===== src/rtl/mem_arbiter.sv =====
`default_nettype none
// ============================================================================
//  Module      : mem_arbiter
//  Description : Responder side of the cache-control protocol. Arbitrates the
//                dcache (read/write) and icache (read only) onto a single-port
//                variable-latency RAM and drives each cache's wait/load lines.
//                Outputs are combinational from the grant state, so a request
//                seen in IDLE is granted on the next edge and can complete in
//                the first granted cycle if the RAM reports ACCESS.
//  Options     : MEM_ARB_ROUND_ROBIN_EN - alternate priority between caches
//                after each completed access (default: dcache always wins).
//  Revision    : 1.0 - initial release
// ============================================================================
module mem_arbiter #(
  parameter int ADDR_W = 32,
  parameter int DATA_W = 32
) (
  input  logic              CLK,
  input  logic              RST,
  // dcache side
  input  logic              dREN,
  input  logic              dWEN,
  input  logic [ADDR_W-1:0] daddr,
  input  logic [DATA_W-1:0] dstore,
  output logic              dwait,
  output logic [DATA_W-1:0] dload,
  // icache side
  input  logic              iREN,
  input  logic [ADDR_W-1:0] iaddr,
  output logic              iwait,
  output logic [DATA_W-1:0] iload,
  // RAM side
  output logic              ramREN,
  output logic              ramWEN,
  output logic [ADDR_W-1:0] ramaddr,
  output logic [DATA_W-1:0] ramstore,
  input  logic [DATA_W-1:0] ramload,
  input  logic [1:0]        ramstate
);

  // RAM status encoding; only ACCESS completes a transfer, ERROR behaves as BUSY
  localparam logic [1:0] C_RAM_ACCESS = 2'b10;

  typedef enum logic [1:0] {
    IDLE  = 2'd0,
    D_ACC = 2'd1,
    I_ACC = 2'd2
  } state_t;

  state_t state_q;
  state_t state_d;

  logic w_d_req;       // dcache wants the RAM (read or write)
  logic w_ram_access;  // RAM reports the access done this cycle
  logic w_pick_i;      // icache wins a tie in IDLE

  assign w_d_req      = dREN | dWEN;
  assign w_ram_access = (ramstate == C_RAM_ACCESS);

`ifdef MEM_ARB_ROUND_ROBIN_EN
  // 1 = icache holds priority for the next tie, 0 = dcache
  logic prio_i_q;
  logic prio_i_d;

  // Priority flips only on a completed access; aborts leave it untouched
  always_comb begin
    prio_i_d = prio_i_q;
    if (state_q == D_ACC && w_d_req && w_ram_access) begin
      prio_i_d = 1'b1;
    end else if (state_q == I_ACC && iREN && w_ram_access) begin
      prio_i_d = 1'b0;
    end
  end

  // Priority flag register, starts with dcache favoured
  always_ff @(posedge CLK or posedge RST) begin
    if (RST) begin
      prio_i_q <= 1'b0;
    end else begin
      prio_i_q <= prio_i_d;
    end
  end

  assign w_pick_i = prio_i_q;
`else
  assign w_pick_i = 1'b0;
`endif

  // Grant state register; reset drops any in-flight grant immediately
  always_ff @(posedge CLK or posedge RST) begin
    if (RST) begin
      state_q <= IDLE;
    end else begin
      state_q <= state_d;
    end
  end

  // Next-state and all outputs; waits idle high, loads zero outside completion
  always_comb begin
    state_d  = state_q;
    dwait    = 1'b1;
    iwait    = 1'b1;
    dload    = '0;
    iload    = '0;
    ramREN   = 1'b0;
    ramWEN   = 1'b0;
    ramaddr  = '0;
    ramstore = '0;

    unique case (state_q)
      IDLE: begin
        // dcache wins unless the icache also asks and currently holds priority
        if (w_d_req && !(iREN && w_pick_i)) begin
          state_d = D_ACC;
        end else if (iREN) begin
          state_d = I_ACC;
        end
      end

      D_ACC: begin
        ramaddr  = daddr;
        ramstore = dstore;
        // a write takes precedence when both read and write are requested
        ramWEN   = dWEN;
        ramREN   = dREN & ~dWEN;
        if (!w_d_req) begin
          // requester withdrew before completion: abort without a pulse
          state_d = IDLE;
        end else if (w_ram_access) begin
          dwait   = 1'b0;
          if (!dWEN) begin
            dload = ramload;
          end
          state_d = IDLE;
        end
      end

      I_ACC: begin
        ramaddr = iaddr;
        ramREN  = iREN;
        if (!iREN) begin
          state_d = IDLE;
        end else if (w_ram_access) begin
          iwait   = 1'b0;
          iload   = ramload;
          state_d = IDLE;
        end
      end

      default: begin
        state_d = IDLE;
      end
    endcase
  end

endmodule
`default_nettype wire


===== config.mk =====
export PLATFORM = sky130hd
export DESIGN_NAME = mem_arbiter
export DESIGN_NICKNAME = d
export VERILOG_FILES = /design/src/rtl/mem_arbiter.sv
export SDC_FILE = /design/constraint.sdc
export NUM_CORES = 1
export LEC_CHECK = 0
export ABC_CLOCK_PERIOD_IN_PS = 2500
export CAP_MARGIN = 30
export CORE_AREA = 2 2 103 105
export CTS_CLUSTER_DIAMETER = 40
export DETAILED_ROUTE_END_ITERATION = 8
export DIE_AREA = 0 0 105 107
export HOLD_SLACK_MARGIN = 0.08
export PLACE_DENSITY = 0.6
export SYNTH_ARGS = -nofsm -noshare
export SYNTH_HDL_FRONTEND = slang
export SYNTH_SLANG_ARGS = --single-unit

===== constraint.sdc =====
create_clock -name CLK -period 2.5 [get_ports CLK]
set_clock_uncertainty 0.1 [all_clocks]
set_input_delay 0.5 -clock CLK [delete_from_list [all_inputs] [get_ports CLK]]
set_output_delay 0.5 -clock CLK [all_outputs]
set_load 0.02 [all_outputs]

**Met3 routing**

Bar = 20 µm.
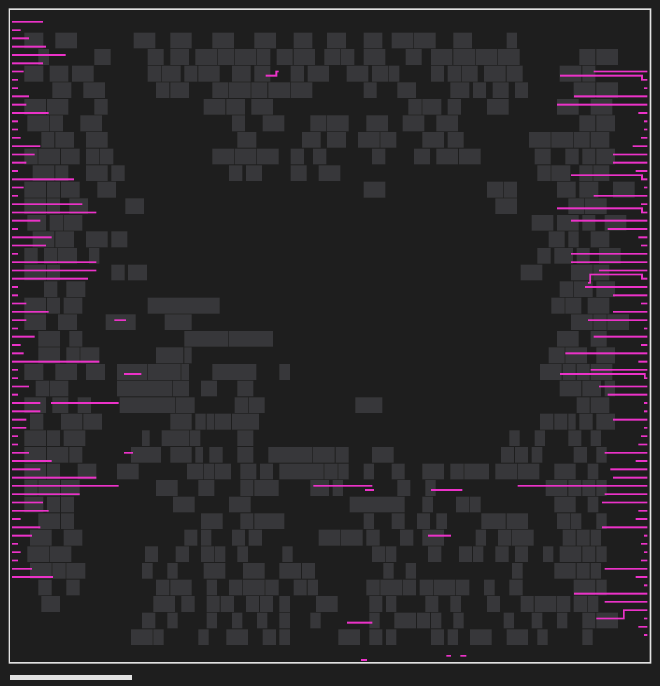
nets with wire on the layer	143
share of all routed wire	8.1%
via count: 2469
met3 Usage GRT: 0.0298
total wire length: 8650 µm

**Routing congestion map**

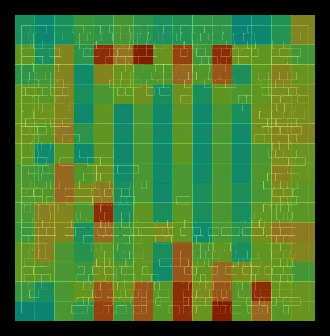
Total GRT Usage: 0.138
busiest layer in global routing: met2

==> Changelog: implementation <==
### Implementation results

* Status: completed
* Most numerous logic cell after layout: clkdlybuf4s50_1
* CTS buffer count at 3
* Non-clk invs at 4
* DP Wirelength at 6990 µm
* Crit path depth at 6
* Min Hold Slack at 0.347 ns
* Clock buffers at 3
* Clock power frac at 0.056
* P_clk at 127 µW
* Logic area at 1230 µm²
* Async S/R FF share, synth at 1.00
* Sequential Power Share at 0.023
* Synth Area in Compound Gates at 0.215
* Reg clk slew, reported paths at 0.03 ns
* Initial antenna violation count at 0
* Setup WS post-layout at 0.0911 ns
* Critical path type: input port to primary output
* CP Max Fanout at 17
* Yosys stat area at 1370 µm²
* Post_cts resized at 222
* Crit-path max cell delay at 0.52 ns
* Critical path required time at 1.90 ns
* Setup slack after placement at -0.354 ns
* Fin. max-slew vios at 0
* Adder share at 0.0366
* Final Core Density at 0.394
* Clock period minus worst slack at 2.41 ns
* MI comb cells at 182
* Top Registers: state_q x2
* Hold/Removal Path Class: input port to asynchronous set/reset pin
* Yosys top cell by instances: and2_1
* Vias/cell at 4.05
* Worst Setup End Kind: primary output
* Yosys Instances at 208
* Core box area at 10100 µm²
* Number of global-route vias before repair at 2509
* LEAKAGE at 0.00197 µW
* Registers at 2
* Crit-path cells: clkdlybuf4s50_1 > nand2b_4 > nor2_4 > buf_12 > and2_1 > clkdlybuf4s15_2
* Cell Int Power at 1150 µW
* Worst r2r path cells at 7
* Met1 WL at 3330 µm
* Syn Nets at 347
* Plain + repair buffers at 282
* Critical path's top delay family: buffers and inverters
* Taps Inserted at 136
* # fillers at 1105
* Top Layer Used: met4
* Number of logged tool warnings at 29
* Synth cell count leaders: 97 x and2_1, 33 x nor2b_1, 32 x a22oi_1
* Met2 wire length at 4480 µm
* Top cells, area: and2_1 44%, a22oi_1 18%, nor2b_1 15%, dfrtp_1 3.7%, ha_1 3.7%
* Die height at 107 µm
* Met1 Resource Use GR at 0.142
* Mux share of post-synthesis cell area at 0
* Worst Setup SP: ramstate[1]
* Synth Seq Share at 0.0366
* Routability congestion estimate at 0.804
* Post-synth EDFFs at 0
* Placed insts at 604
* Total power at 2260 µW
* DRT iter0 DRCs at 77
* Comb area leader: simple AND/OR/NAND/NOR gates
* # setup viols final at 0
* Arr. time, crit path at 1.81 ns
* Sequential power at 52.3 µW
* Post-synth top area share at 0.443
* CTS tree: built
**The metal 2 layer**

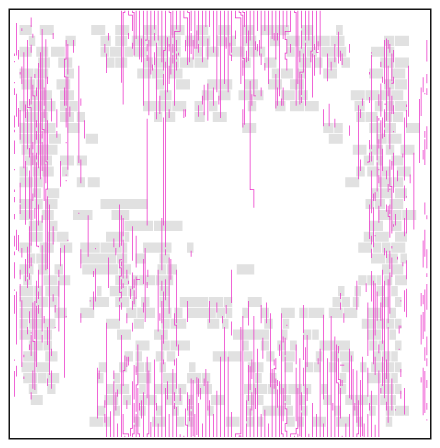
main direction	vertical
share of all routed wire	52%
longest straight run	46.2 µm

**Routed metal, one color a layer**

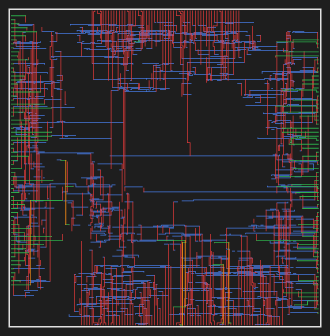
layer	color	wire length
M1	blue	3330 µm
M4	orange	148 µm
M2	red	4480 µm
M3	green	698 µm
wire length per cell: 14.2 µm

Power and IR drop assume default switching activity.
